[src/rtl/pla_root_iter.sv]
// Iterative integer square root, one root bit per clock; result after WIDTH/2 edges.
// Accepts only in IDLE; the result is held with out_valid until out_ready, then returns to IDLE.
module pla_root_iter #(
  parameter int WIDTH      = 8,
  parameter int ROUND_MODE = 0
) (
  input  logic               clk,
  input  logic               rst_n,
  input  logic               in_valid,
  output logic               in_ready,
  input  logic [WIDTH-1:0]   in_x,
  output logic               out_valid,
  input  logic               out_ready,
  output logic [WIDTH/2-1:0] out_root,
  output logic [WIDTH/2:0]   out_rem,
  output logic               out_sat
);

  localparam int RW   = WIDTH / 2;
  localparam int ITER = RW;
  localparam int CW   = (ITER > 1) ? $clog2(ITER) : 1;
  localparam logic [CW-1:0] CNT_INIT = CW'(ITER - 1);

  generate
    if (WIDTH < 2 || (WIDTH % 2) != 0) begin : g_bad_width
      $error("pla_root_iter: WIDTH must be even and >= 2");
    end
  endgenerate

  typedef enum logic [1:0] {IDLE, CALC, DONE} state_t;

  state_t          state_q;
  logic [WIDTH-1:0] x_q;
  logic [RW-1:0]   root_q;
  logic [RW+1:0]   rem_q;
  logic [CW-1:0]   cnt_q;
  logic            in_ready_q;
  logic            out_valid_q;
  logic [RW-1:0]   out_root_q;
  logic [RW:0]     out_rem_q;
  logic            out_sat_q;

  logic [RW+1:0]   rem_sh;
  logic [RW+2:0]   trial;
  logic            ge;
  logic [RW:0]     root_ext;
  logic [RW-1:0]   root_d;
  logic [RW+1:0]   rem_d;
  logic [RW:0]     root_inc;
  logic            root_ovf;
  logic            round_up;
  logic [RW-1:0]   root_rnd;

  // The partial remainder before the last step is below 2^RW, so only its low RW bits are shifted.
  always_comb begin
    rem_sh   = {rem_q[RW-1:0], x_q[WIDTH-1 -: 2]};
    trial    = {1'b0, rem_sh} - {1'b0, root_q, 2'b01};
    ge       = ~trial[RW+2];
    rem_d    = ge ? trial[RW+1:0] : rem_sh;
    root_ext = {root_q, ge};
    root_d   = root_ext[RW-1:0];
    root_inc = {1'b0, root_d} + {{RW{1'b0}}, 1'b1};
    root_ovf = root_inc[RW];
    round_up = (ROUND_MODE != 0) && (rem_d[RW:0] > {1'b0, root_d});
    root_rnd = root_ovf ? {RW{1'b1}} : root_inc[RW-1:0];
  end

  logic unused_bits;
  assign unused_bits = ^{rem_q[RW+1:RW], root_ext[RW], rem_d[RW+1]};

  always_ff @(posedge clk) begin
    if (!rst_n) begin
      state_q     <= IDLE;
      x_q         <= '0;
      root_q      <= '0;
      rem_q       <= '0;
      cnt_q       <= '0;
      in_ready_q  <= 1'b1;
      out_valid_q <= 1'b0;
      out_root_q  <= '0;
      out_rem_q   <= '0;
      out_sat_q   <= 1'b0;
    end else begin
      case (state_q)
        IDLE: begin
          if (in_valid && in_ready_q) begin
            x_q        <= in_x;
            root_q     <= '0;
            rem_q      <= '0;
            cnt_q      <= CNT_INIT;
            in_ready_q <= 1'b0;
            state_q    <= CALC;
          end
        end
        CALC: begin
          x_q    <= x_q << 2;
          root_q <= root_d;
          rem_q  <= rem_d;
          cnt_q  <= cnt_q - 1'b1;
          if (cnt_q == '0) begin
            out_root_q  <= round_up ? root_rnd : root_d;
            out_rem_q   <= rem_d[RW:0];
            out_sat_q   <= round_up && root_ovf;
            out_valid_q <= 1'b1;
            state_q     <= DONE;
          end
        end
        DONE: begin
          if (out_ready) begin
            out_valid_q <= 1'b0;
            in_ready_q  <= 1'b1;
            state_q     <= IDLE;
          end
        end
        default: state_q <= IDLE;
      endcase
    end
  end

  assign in_ready  = in_ready_q;
  assign out_valid = out_valid_q;
  assign out_root  = out_root_q;
  assign out_rem   = out_rem_q;
  assign out_sat   = out_sat_q;

endmodule
[config.mk]
export PLATFORM = sky130hd
export DESIGN_NAME = pla_root_iter
export DESIGN_NICKNAME = d
export VERILOG_FILES = /design/src/rtl/pla_root_iter.sv
export SDC_FILE = /design/constraint.sdc
export NUM_CORES = 1
export LEC_CHECK = 0
export CORE_ASPECT_RATIO = 0.7
export CORE_MARGIN = 4
export CORE_UTILIZATION = 53
export DETAILED_ROUTE_END_ITERATION = 8
export GPL_ROUTABILITY_DRIVEN = 0
export PLACE_DENSITY = 0.82
export SYNTH_ARGS = -nofsm -noshare
export SYNTH_HDL_FRONTEND = slang
export SYNTH_SLANG_ARGS = --single-unit
[constraint.sdc]
create_clock -name clk -period 1.8 [get_ports clk]
set_input_delay 0.36 -clock clk [delete_from_list [all_inputs] [get_ports clk]]
set_output_delay 0.36 -clock clk [all_outputs]
set_load 0.005 [all_outputs]
### Wiring by layer

Two of the layers only.
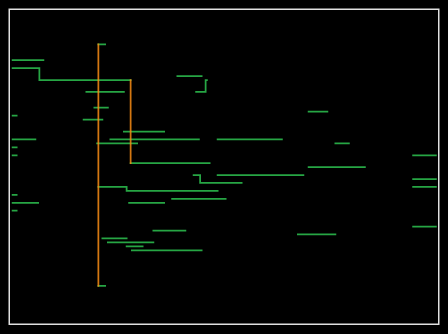
Key: green = M3 [wire length 245 microns]; orange = M4 [wire length 55.8 microns]

### Logic cells by family

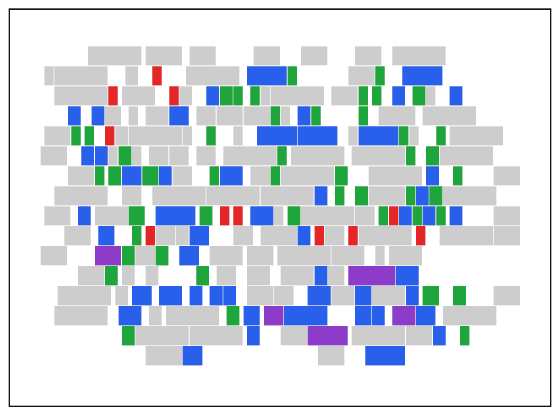
Key: red = inv cells [cells 11]; green = nand cells [cells 47]; purple = non-inverting ao/oa cells [cells 5]; blue = aoi and oai cells [cells 50]

==> reports/metrics.yaml <==
gr-usage-all-layers_pct: 22.0
detail_route.iter0.violations: 91
hp-class: "reg -> reg"
routed-via-count: 1522
power.sequential.fraction_pct: 40.4
worst-path-max-fanout: 7
worst-r2r-setup-slack_ns: 0.11
worst-endpoint-required_ns: 2.00
dpl_cell_area_sq_um: 1890
arrival_ns: 1.90
cts_inserted_buffers: 5
post_cts.repair.setup_buffers: 0
core_region_area_sq_um: 2840
top_cells_by_area: "sky130_fd_sc_hd__dfxtp_1, sky130_fd_sc_hd__nand2_1, sky130_fd_sc_hd__nand3_1, sky130_fd_sc_hd__a21oi_1, sky130_fd_sc_hd__a311oi_2"
max_clock_freq_ghz: 0.590
area_growth_pct: 24.2
antenna_found_initial: 0
ctsHoldBuffers: 0
worstSetupEndpointType: "flip-flop"
synthCells: 189
final_max_slew_viol_count: 0
final.min_clock_period_ns: 1.69
netSwitchingFraction_pct: 33.5
lay_top_count: "sky130_fd_sc_hd__dfxtp_1"
grt_overflow: 0
grt_max_degree: 23
fp_nets: 207
worst_ir_drop_vdd_v: 0.000557
final_net_count: 237
clock_insertion_delay_worst_skew_ns: 0.29
post_drt_wl_per_cell_microns: 15.2
clk_pin_slew_worst_paths_ns: 0.07
die_h_microns: 53.8
layout.cells.non_filler: 256
drt_drc_violations_left: 0
cell_total_in_the_yosys_stat_output: 189
ys.flops: 31
openroad.warnings: 26
p_int_w: 0.00132
final_cell_area_sq_um: 1980
finalSetupTns_ns: 0
wire_length_of_the_first_global_routing_pass_microns: 6490
port_buffers: 22
width_of_the_die_microns: 73.5
asyncSetResetFlopFracSynth_pct: 0
post_synth.cell_area_avg_sq_um: 8.42
synth-edff-count: 0
n_antenna_cell: 0
power.share.clock_pct: 27.0
top_area_share_pct: 39.0
layout_worst_path_cycle_share_pct: 94.2
chip_area_sq_um: 3960
dp.final_hpwl_microns: 2730
cts_root_buffer: "sky130_fd_sc_hd__clkbuf_8"
most-common-layout-cells: "sky130_fd_sc_hd__dfxtp_1, sky130_fd_sc_hd__nand2_1, sky130_fd_sc_hd__clkdlybuf4s50_1, sky130_fd_sc_hd__nand3_1, sky130_fd_sc_hd__a21oi_1"
placed_cells: 248
finalSetupViolations: 0
max_cap_viol_count: 0
route.final.wire_length_microns: 3900
layout.area.comb_sq_um: 871
timing_hold_violations_final: 0
dominantRegCellSynth: "sky130_fd_sc_hd__dfxtp_1"
final.setup.worst_slack_ns: 0.105
combinationalPowerShare_pct: 32.7
post_synth_num_cell_types: 45
finalClockSkew_ns: 0.00934
floorplan.io_pins: 24
status: "finished clean"
cts_htree_levels: 2
criticalPathCategory: "reg -> reg"
drt.antenna.violating_nets: 0
### Sequential cells grouped by signal name

Bar = 20 microns. Other sequential cells in the stronger grey, the rest of the logic in the fainter grey.
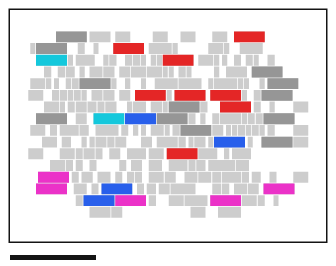
Key: red = x_q [placed flops 8]; cyan = state_q [placed flops 2]; blue = rem_q [placed flops 4]; magenta = out_rem [placed flops 5]
Another 12 sequential cells are not coloured.
proportion of cell area occupied by registers: 31.4%
core occupancy in the finished layout: 69.5%
sequential cell area in the final layout: 621 sq um
power in sequential cells: 0.000800 W

-- power groups by stage --
stage | Clock, W | Sequential (W) | Combinational (W)
final | 0.000534 | 0.000800 | 0.000647
after global placement | 0 | 0.000809 | 0.000603
after CTS | 0.000540 | 0.000797 | 0.000633
after floorplan | 0 | 0.000803 | 0.000447
after detailed placement | 0 | 0.000810 | 0.000625
after global routing | 0.000578 | 0.000806 | 0.000707
-- worst max-delay path, cell delays in order, from the launching register on --
cell	delay (ns)
sky130_fd_sc_hd__dfxtp_1	0.33
sky130_fd_sc_hd__inv_1	0.05
sky130_fd_sc_hd__ha_1	0.30
sky130_fd_sc_hd__and2b_4	0.20
sky130_fd_sc_hd__o21ai_4	0.25
sky130_fd_sc_hd__nand3_1	0.17
sky130_fd_sc_hd__a311oi_2	0.31
-- worst paths after layout --
kind	to	start	cells after the start
worst max-delay path	rem_q[3]$_SDFFE_PN0P_	root_q[0]$_SDFFE_PN0P_	6
worst min-delay path	out_root[2]$_SDFFE_PN0P_	out_root[2]$_SDFFE_PN0P_	2
worst max register to register	rem_q[3]$_SDFFE_PN0P_	root_q[0]$_SDFFE_PN0P_	6
worst min register to register	out_root[2]$_SDFFE_PN0P_	out_root[2]$_SDFFE_PN0P_	2
-- metrics by stage --
stage,total power (W),hold slack (ns)
finish,0.00198,0.462
CTS,0.00197,0.465
detailed placement,0.00144,0.455
global placement,0.00141,0.447
floorplan,0.00125,0.442
global route,0.00209,0.475
-- sequential cells by signal, indices dropped and copies added, names as in the netlist --
register / cells
out_root: 4
cnt_q: 2
root_q: 4
in_ready: 1
out_rem: 5
x_q: 8
out_valid: 1
state_q: 2
rem_q: 4
-- cell usage after synthesis (3+ instances only) --
library cell	instances
sky130_fd_sc_hd__buf_4	4
sky130_fd_sc_hd__ha_1	6
sky130_fd_sc_hd__a311oi_1	3
sky130_fd_sc_hd__inv_1	11
sky130_fd_sc_hd__dfxtp_1	31
sky130_fd_sc_hd__nand2_1	27
sky130_fd_sc_hd__a21oi_1	16
sky130_fd_sc_hd__o21ai_0	8
sky130_fd_sc_hd__o31ai_1	3
sky130_fd_sc_hd__a31oi_1	3
sky130_fd_sc_hd__nand3_1	17
sky130_fd_sc_hd__buf_2	5
sky130_fd_sc_hd__nor2_1	10
sky130_fd_sc_hd__nor3_1	7
sky130_fd_sc_hd__a311oi_2	5
-- kinds of logic after synthesis --
| logic type | count (synthesis) | synth area share (%) |
|---|---|---|
| AOI/OAI and AO/OA | 55 | 26.9 |
| muxes | 1 | 0.629 |
| DFF | 31 | 39.0 |
| adders and majority gates | 6 | 4.72 |
| buffers and inverters | 23 | 6.76 |
| xor gates and xnor gates | 1 | 0.550 |
| other | 1 | 0.236 |
| and+or+nand+nor | 71 | 21.2 |
-- final cells by class --
type,count,share of cell area (%)
multi-input cells,135,44.1
flip-flops and latches,31,31.4
well taps,36,2.28
repair buffers,35,16.1
inverters,11,2.09
clock buffers,7,3.86
clock inverters,1,0.253
-- routing by layer --
layer  vias up  track usage, %  wire (microns)
met1       720            28.9            1770
met5         -               0               0
li1        734               -               -
met4         0            10.2              55
met3         5            5.04             245
met2        63            34.6            1830
No activity file was given, so power comes from the tool's default toggle rates.
